### Cell classes on the final placement

Bar = 20 um. Fill, decap, tap and diode cells in gray.
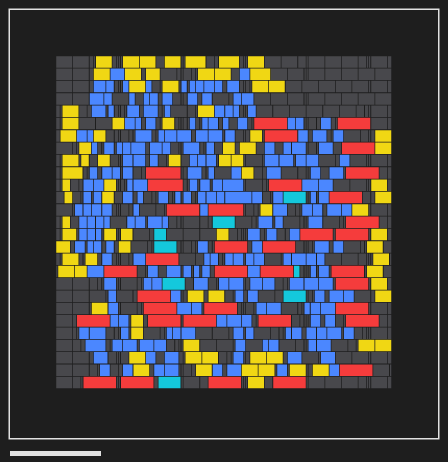
### Cell density map

The die is cut into 9 by 9 equal tiles; white is low, dark blue is high, 0 to 100% covered.
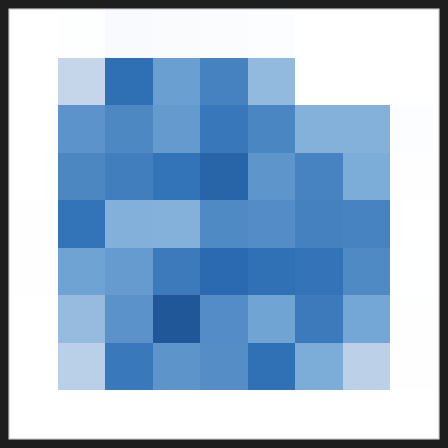
### The metal 1 layer

Supply wires on this layer in gray.
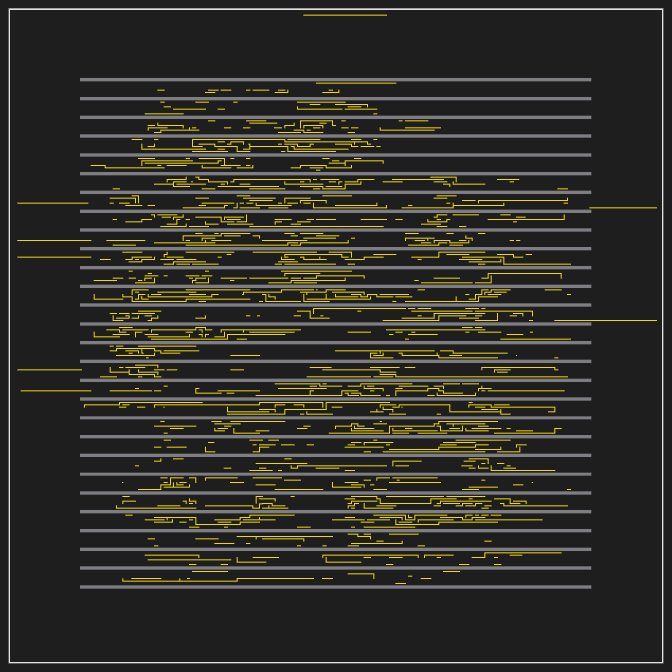
### Congestion heat map

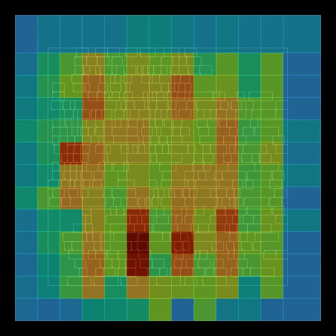
### Wires at chosen ports, followed through buffers

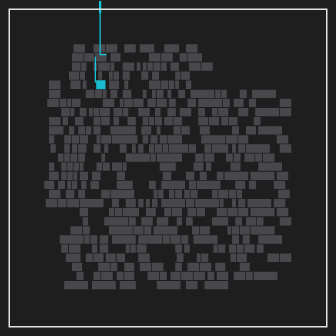
File: src/rtl/multicycle_control_fsm.sv
// Control unit for the multi-cycle RV32I core.
// Sequences every instruction through FETCH/DECODE/EXECUTE/MEM/WRITEBACK
// states and drives the datapath enables and mux selects for each state.
//
// Ports:
//   clk, rst_n     clock and synchronous active-low reset
//   op             opcode from the instruction register (stable from DECODE)
//   MemReady       memory access completes this cycle (MEM_HANDSHAKE=1 only)
//   MemReq, MemWrite, IRWrite, PCUpdate, Branch, AdrSrc, RegWrite
//                  datapath strobes and address select
//   ResultSrc, ALUSrcA, ALUSrcB, ALUOp, ImmSrc
//                  datapath mux selects and ALU control
//   IllegalInstr   pulses in DECODE when the opcode is not recognised
//   Halted         high while parked in HALT
//   InstrRet       retired-instruction count, wraps modulo 2^CNT_W
module multicycle_control_fsm #(
  parameter bit MEM_HANDSHAKE   = 1'b1,
  parameter bit TRAP_ON_ILLEGAL = 1'b1,
  parameter int CNT_W           = 32
) (
  input  logic             clk,
  input  logic             rst_n,
  input  logic [6:0]       op,
  input  logic             MemReady,
  output logic             MemReq,
  output logic             MemWrite,
  output logic             IRWrite,
  output logic             PCUpdate,
  output logic             Branch,
  output logic             AdrSrc,
  output logic             RegWrite,
  output logic [1:0]       ResultSrc,
  output logic [1:0]       ALUSrcA,
  output logic [1:0]       ALUSrcB,
  output logic [1:0]       ALUOp,
  output logic [2:0]       ImmSrc,
  output logic             IllegalInstr,
  output logic             Halted,
  output logic [CNT_W-1:0] InstrRet
);

  typedef enum logic [3:0] {
    FETCH, DECODE, MEMADR, MEMREAD, MEMWB, MEMWRITE, EXECR, EXECI,
    AUIPC, ALUWB, BRANCH, JAL, JALR, LINK, LUI, HALT
  } state_t;

  state_t state, next;
  logic   rdy;
  logic   retire;

  // Without the handshake, memory is assumed to answer in a single cycle.
  assign rdy = MEM_HANDSHAKE ? MemReady : 1'b1;

  // A store retires only on the cycle its write is accepted.
  assign retire = (state == MEMWB) || (state == ALUWB) || (state == BRANCH) ||
                  (state == LUI)   || ((state == MEMWRITE) && rdy);

  always_ff @(posedge clk) begin
    if (!rst_n) begin
      state    <= FETCH;
      InstrRet <= '0;
    end else begin
      state <= next;
      if (retire) InstrRet <= InstrRet + CNT_W'(1);
    end
  end

  always_comb begin
    case (op)
      7'b0000011, 7'b0010011, 7'b1100111: ImmSrc = 3'b000;
      7'b0110111, 7'b0010111:             ImmSrc = 3'b001;
      7'b0100011:                         ImmSrc = 3'b010;
      7'b1100011:                         ImmSrc = 3'b011;
      7'b1101111:                         ImmSrc = 3'b100;
      default:                            ImmSrc = 3'b111;
    endcase
  end

  always_comb begin
    next         = state;
    MemReq       = 1'b0;
    MemWrite     = 1'b0;
    IRWrite      = 1'b0;
    PCUpdate     = 1'b0;
    Branch       = 1'b0;
    AdrSrc       = 1'b0;
    RegWrite     = 1'b0;
    ResultSrc    = 2'b00;
    ALUSrcA      = 2'b00;
    ALUSrcB      = 2'b00;
    ALUOp        = 2'b11;
    IllegalInstr = 1'b0;
    Halted       = 1'b0;
    case (state)
      FETCH: begin
        // PC + 4 is computed and written back the same cycle the IR loads.
        MemReq    = 1'b1;
        ALUSrcB   = 2'b10;
        ALUOp     = 2'b00;
        ResultSrc = 2'b10;
        IRWrite   = rdy;
        PCUpdate  = rdy;
        if (rdy) next = DECODE;
      end
      DECODE: begin
        // Precompute OldPC + imm so BRANCH/JAL find their target in ALUOut.
        ALUSrcA = 2'b01;
        ALUSrcB = 2'b01;
        ALUOp   = 2'b00;
        case (op)
          7'd3, 7'd35: next = MEMADR;
          7'd51:       next = EXECR;
          7'd19:       next = EXECI;
          7'd99:       next = BRANCH;
          7'd111:      next = JAL;
          7'd103:      next = JALR;
          7'd55:       next = LUI;
          7'd23:       next = AUIPC;
          default: begin
            IllegalInstr = 1'b1;
            next         = TRAP_ON_ILLEGAL ? HALT : FETCH;
          end
        endcase
      end
      MEMADR: begin
        ALUSrcA = 2'b10;
        ALUSrcB = 2'b01;
        ALUOp   = 2'b00;
        next    = (op == 7'd3) ? MEMREAD : MEMWRITE;
      end
      MEMREAD: begin
        MemReq = 1'b1;
        AdrSrc = 1'b1;
        if (rdy) next = MEMWB;
      end
      MEMWB: begin
        ResultSrc = 2'b01;
        RegWrite  = 1'b1;
        next      = FETCH;
      end
      MEMWRITE: begin
        MemReq   = 1'b1;
        AdrSrc   = 1'b1;
        MemWrite = 1'b1;
        if (rdy) next = FETCH;
      end
      EXECR: begin
        ALUSrcA = 2'b10;
        ALUSrcB = 2'b00;
        ALUOp   = 2'b10;
        next    = ALUWB;
      end
      EXECI: begin
        ALUSrcA = 2'b10;
        ALUSrcB = 2'b01;
        ALUOp   = 2'b10;
        next    = ALUWB;
      end
      AUIPC: begin
        ALUSrcA = 2'b01;
        ALUSrcB = 2'b01;
        ALUOp   = 2'b00;
        next    = ALUWB;
      end
      ALUWB: begin
        ResultSrc = 2'b00;
        RegWrite  = 1'b1;
        next      = FETCH;
      end
      BRANCH: begin
        ALUSrcA   = 2'b10;
        ALUSrcB   = 2'b00;
        ALUOp     = 2'b01;
        ResultSrc = 2'b00;
        Branch    = 1'b1;
        next      = FETCH;
      end
      JAL: begin
        ResultSrc = 2'b00;
        PCUpdate  = 1'b1;
        next      = LINK;
      end
      JALR: begin
        ALUSrcA   = 2'b10;
        ALUSrcB   = 2'b01;
        ALUOp     = 2'b00;
        ResultSrc = 2'b10;
        PCUpdate  = 1'b1;
        next      = LINK;
      end
      LINK: begin
        // Return address is OldPC + 4, written back through ALUWB.
        ALUSrcA = 2'b01;
        ALUSrcB = 2'b10;
        ALUOp   = 2'b00;
        next    = ALUWB;
      end
      LUI: begin
        ResultSrc = 2'b11;
        RegWrite  = 1'b1;
        next      = FETCH;
      end
      HALT: begin
        Halted = 1'b1;
      end
      default: next = FETCH;
    endcase
  end

endmodule

File: config.mk
export PLATFORM = sky130hd
export DESIGN_NAME = multicycle_control_fsm
export DESIGN_NICKNAME = d
export VERILOG_FILES = /design/src/rtl/multicycle_control_fsm.sv
export SDC_FILE = /design/constraint.sdc
export NUM_CORES = 1
export LEC_CHECK = 0
export CORE_MARGIN = 10
export CORE_UTILIZATION = 42
export CTS_CLUSTER_SIZE = 20
export DETAILED_ROUTE_END_ITERATION = 16
export PLACE_DENSITY = 0.68
export SLEW_MARGIN = 40
export SYNTH_ARGS = -nofsm -noshare
export SYNTH_HDL_FRONTEND = slang
export SYNTH_SLANG_ARGS = --single-unit
File: constraint.sdc
create_clock -name clk -period 2.8 [get_ports clk]
set_input_delay 0.7 -clock clk [delete_from_list [all_inputs] [get_ports clk]]
set_output_delay 0.7 -clock clk [all_outputs]
set_load 0.02 [all_outputs]
==> impl_metrics.py <==
# Synthesis and PnR figures
metrics = {
    "synth": {
        "top_area_frac": 0.310,
        "synth_area_leader_cell": "dfxtp_1",
        "synth-area-yosys_sq_mm": 0.00233,
        "syn_area_sq_mm": 0.00233,
        "syn_nets": 310,
        "synthArstFlopShare": 0,
        "ys_top_cells_by_area": "dfxtp_1, xor2_1, and2_1",
        "yosys_warnings": 0,
        "fa_ha_area_frac": 0.00538,
        "synthTopCellsByCount": "dfxtp_1, and2_1, xor2_1",
        "synth_stat.cells": 299,
    },
    "critical_path": {
        "critical_path_class": "in2out",
        "cp_common_cell": "clkdlybuf4s50_1",
        "crit_start": "MemReady",
        "r2r_slack_ns": 0.72,
        "arrival_ns": 1.97,
        "path_depth": 3,
        "critPathCapture": "IRWrite",
    },
    "layout": {
        "fin_util": 0.589,
        "diodes": 0,
        "fillers": 525,
        "area_growth_pct": 37.8,
    },
    "clock_tree": {
        "cts_buffers": 5,
        "cts_setup_buffers": 0,
        "cts_root_buf": "clkbuf_8",
    },
    "die": {
        "fp_util": 0.428,
        "rows": 27,
        "die_y_um": 94.4,
        "chipArea_sq_mm": 0.00892,
    },
    "timing": {
        "finalHoldViolCount": 0,
        "grt_setup_unrepaired": "false",
    },
    "place": {
        "dp_hpwl_mm": 4.65,
    },
    "route": {
        "vias_per_cell": 5.36,
    },
    "job": {
        "drv_cap": 0,
    },
    "run_status": {
        "run_status": "finished, final reports clean",
    },
    "grt": {
        "antenna_found_initial": 0,
    },
}
## Picture notes: 'Cell classes on the final placement'
[registers] red | cells: 36
[remaining logic cells] blue | cells: 241
[remaining buffers and delay cells] yellow | cells: 83
[clock drivers and dummy loads] cyan | cells: 8

## Picture notes: 'Cell density map'
densest ninth of the die: center
mean over tiles: 35%
emptiest ninth of the die: north-east
tiles over 75% full: 3.7%

## Picture notes: 'The metal 1 layer'
share of all routed wire: 44%
wire length on this layer: 2700 um
main direction: horizontal

## Picture notes: 'Congestion heat map'
total global-route track usage: 0.139
met2 Track Usage GR: 0.241
global route hottest layer: met2
GRT met3 Usage: 0.0325
wire per inst: 14.0 um

## Picture notes: 'Wires at chosen ports, followed through buffers'
[Branch] cyan | bits: 1 | direction: output | edge: north | end cells: 1 | wire: 22.9 um

-- cell usage in the layout, fill, tap and decap left out, types with 4 or more instances in the layout --
master / n
xor2_1: 25
buf_4: 22
xnor2_1: 5
nand2_1: 15
and4_1: 5
nand2b_1: 9
a21oi_1: 13
or3_1: 4
and2_1: 29
nor3_1: 11
clkbuf_8: 6
dlymetal6s2s_1: 4
dfxtp_1: 33
nor2_1: 16
nor4_1: 15
nand3b_1: 4
nand4_1: 7
and3_1: 5
nor2b_1: 8
nand3_1: 15
clkdlybuf4s50_1: 50
o21ai_0: 11
-- worst min-delay path by stage --
stage                              start                   endpoint  cells past startpoint
2_1_floorplan  InstrRet[31]$_SDFFE_PN0P_  InstrRet[31]$_SDFFE_PN0P_                      2
3_3_place_gp   InstrRet[31]$_SDFFE_PN0P_  InstrRet[31]$_SDFFE_PN0P_                      2
3_5_place_dp   InstrRet[31]$_SDFFE_PN0P_  InstrRet[31]$_SDFFE_PN0P_                      2
4_1_cts        InstrRet[31]$_SDFFE_PN0P_  InstrRet[31]$_SDFFE_PN0P_                      2
5_1_grt            state[1]$_SDFFE_PN0P_      state[1]$_SDFFE_PN0P_                      2
6_report       InstrRet[31]$_SDFFE_PN0P_  InstrRet[31]$_SDFFE_PN0P_                      2
-- where the power goes --
part           internal, mW  switching (mW)  total, mW
Clock                 0.200           0.184      0.384
Combinational         0.510           0.641       1.15
Sequential            0.547          0.0863      0.633
-- logic make-up (layout without fill, tap and decap cells) --
logic type      Yosys count  after routing
flops                    36             36
simple gates            156            156
xor+xnor                 30             30
fa+ha+maj                 1              1
compound gates           48             48
buf+inv                  25             94
mux                       3              3
-- area by class of cell --
class / instances / area [sq um] / share of cell area
multi-input combinational: 238 / 1520 / 0.475
timing repair buffer: 83 / 762 / 0.238
sequential: 36 / 724 / 0.226
tap: 72 / 90.1 / 0.0281
clock buffer: 7 / 86.3 / 0.0269
inverter: 3 / 11.3 / 0.00351
clock inverter: 1 / 7.51 / 0.00234
-- worst reg2reg max path, cell delays in order (launching register included) --
cell	delay (ns)
dfxtp_1	0.51
buf_4	0.22
or2_1	0.14
a32oi_2	0.11
or3_1	0.42
or4_1	0.48
a21boi_1	0.14
-- state kept, by name, summed over array words and instances, names as in the netlist --
| register | count |
|---|---|
| state | 4 |
| InstrRet | 32 |
-- timing repair --
action / in CTS / in global routing
resized: 13 / 14
setup endpoints to repair: 8 / 7
endpoints found under the hold margin: 0 / 0
-- per-layer routing --
layer  GRT usage  up-vias  share of wire
met5           0        -              0
met4      0.0443        0         0.0086
met3      0.0325        4          0.060
met2       0.241       56           0.49
met1       0.163     1092           0.44
li1            -     1205              -
Power and IR drop assume default switching activity.
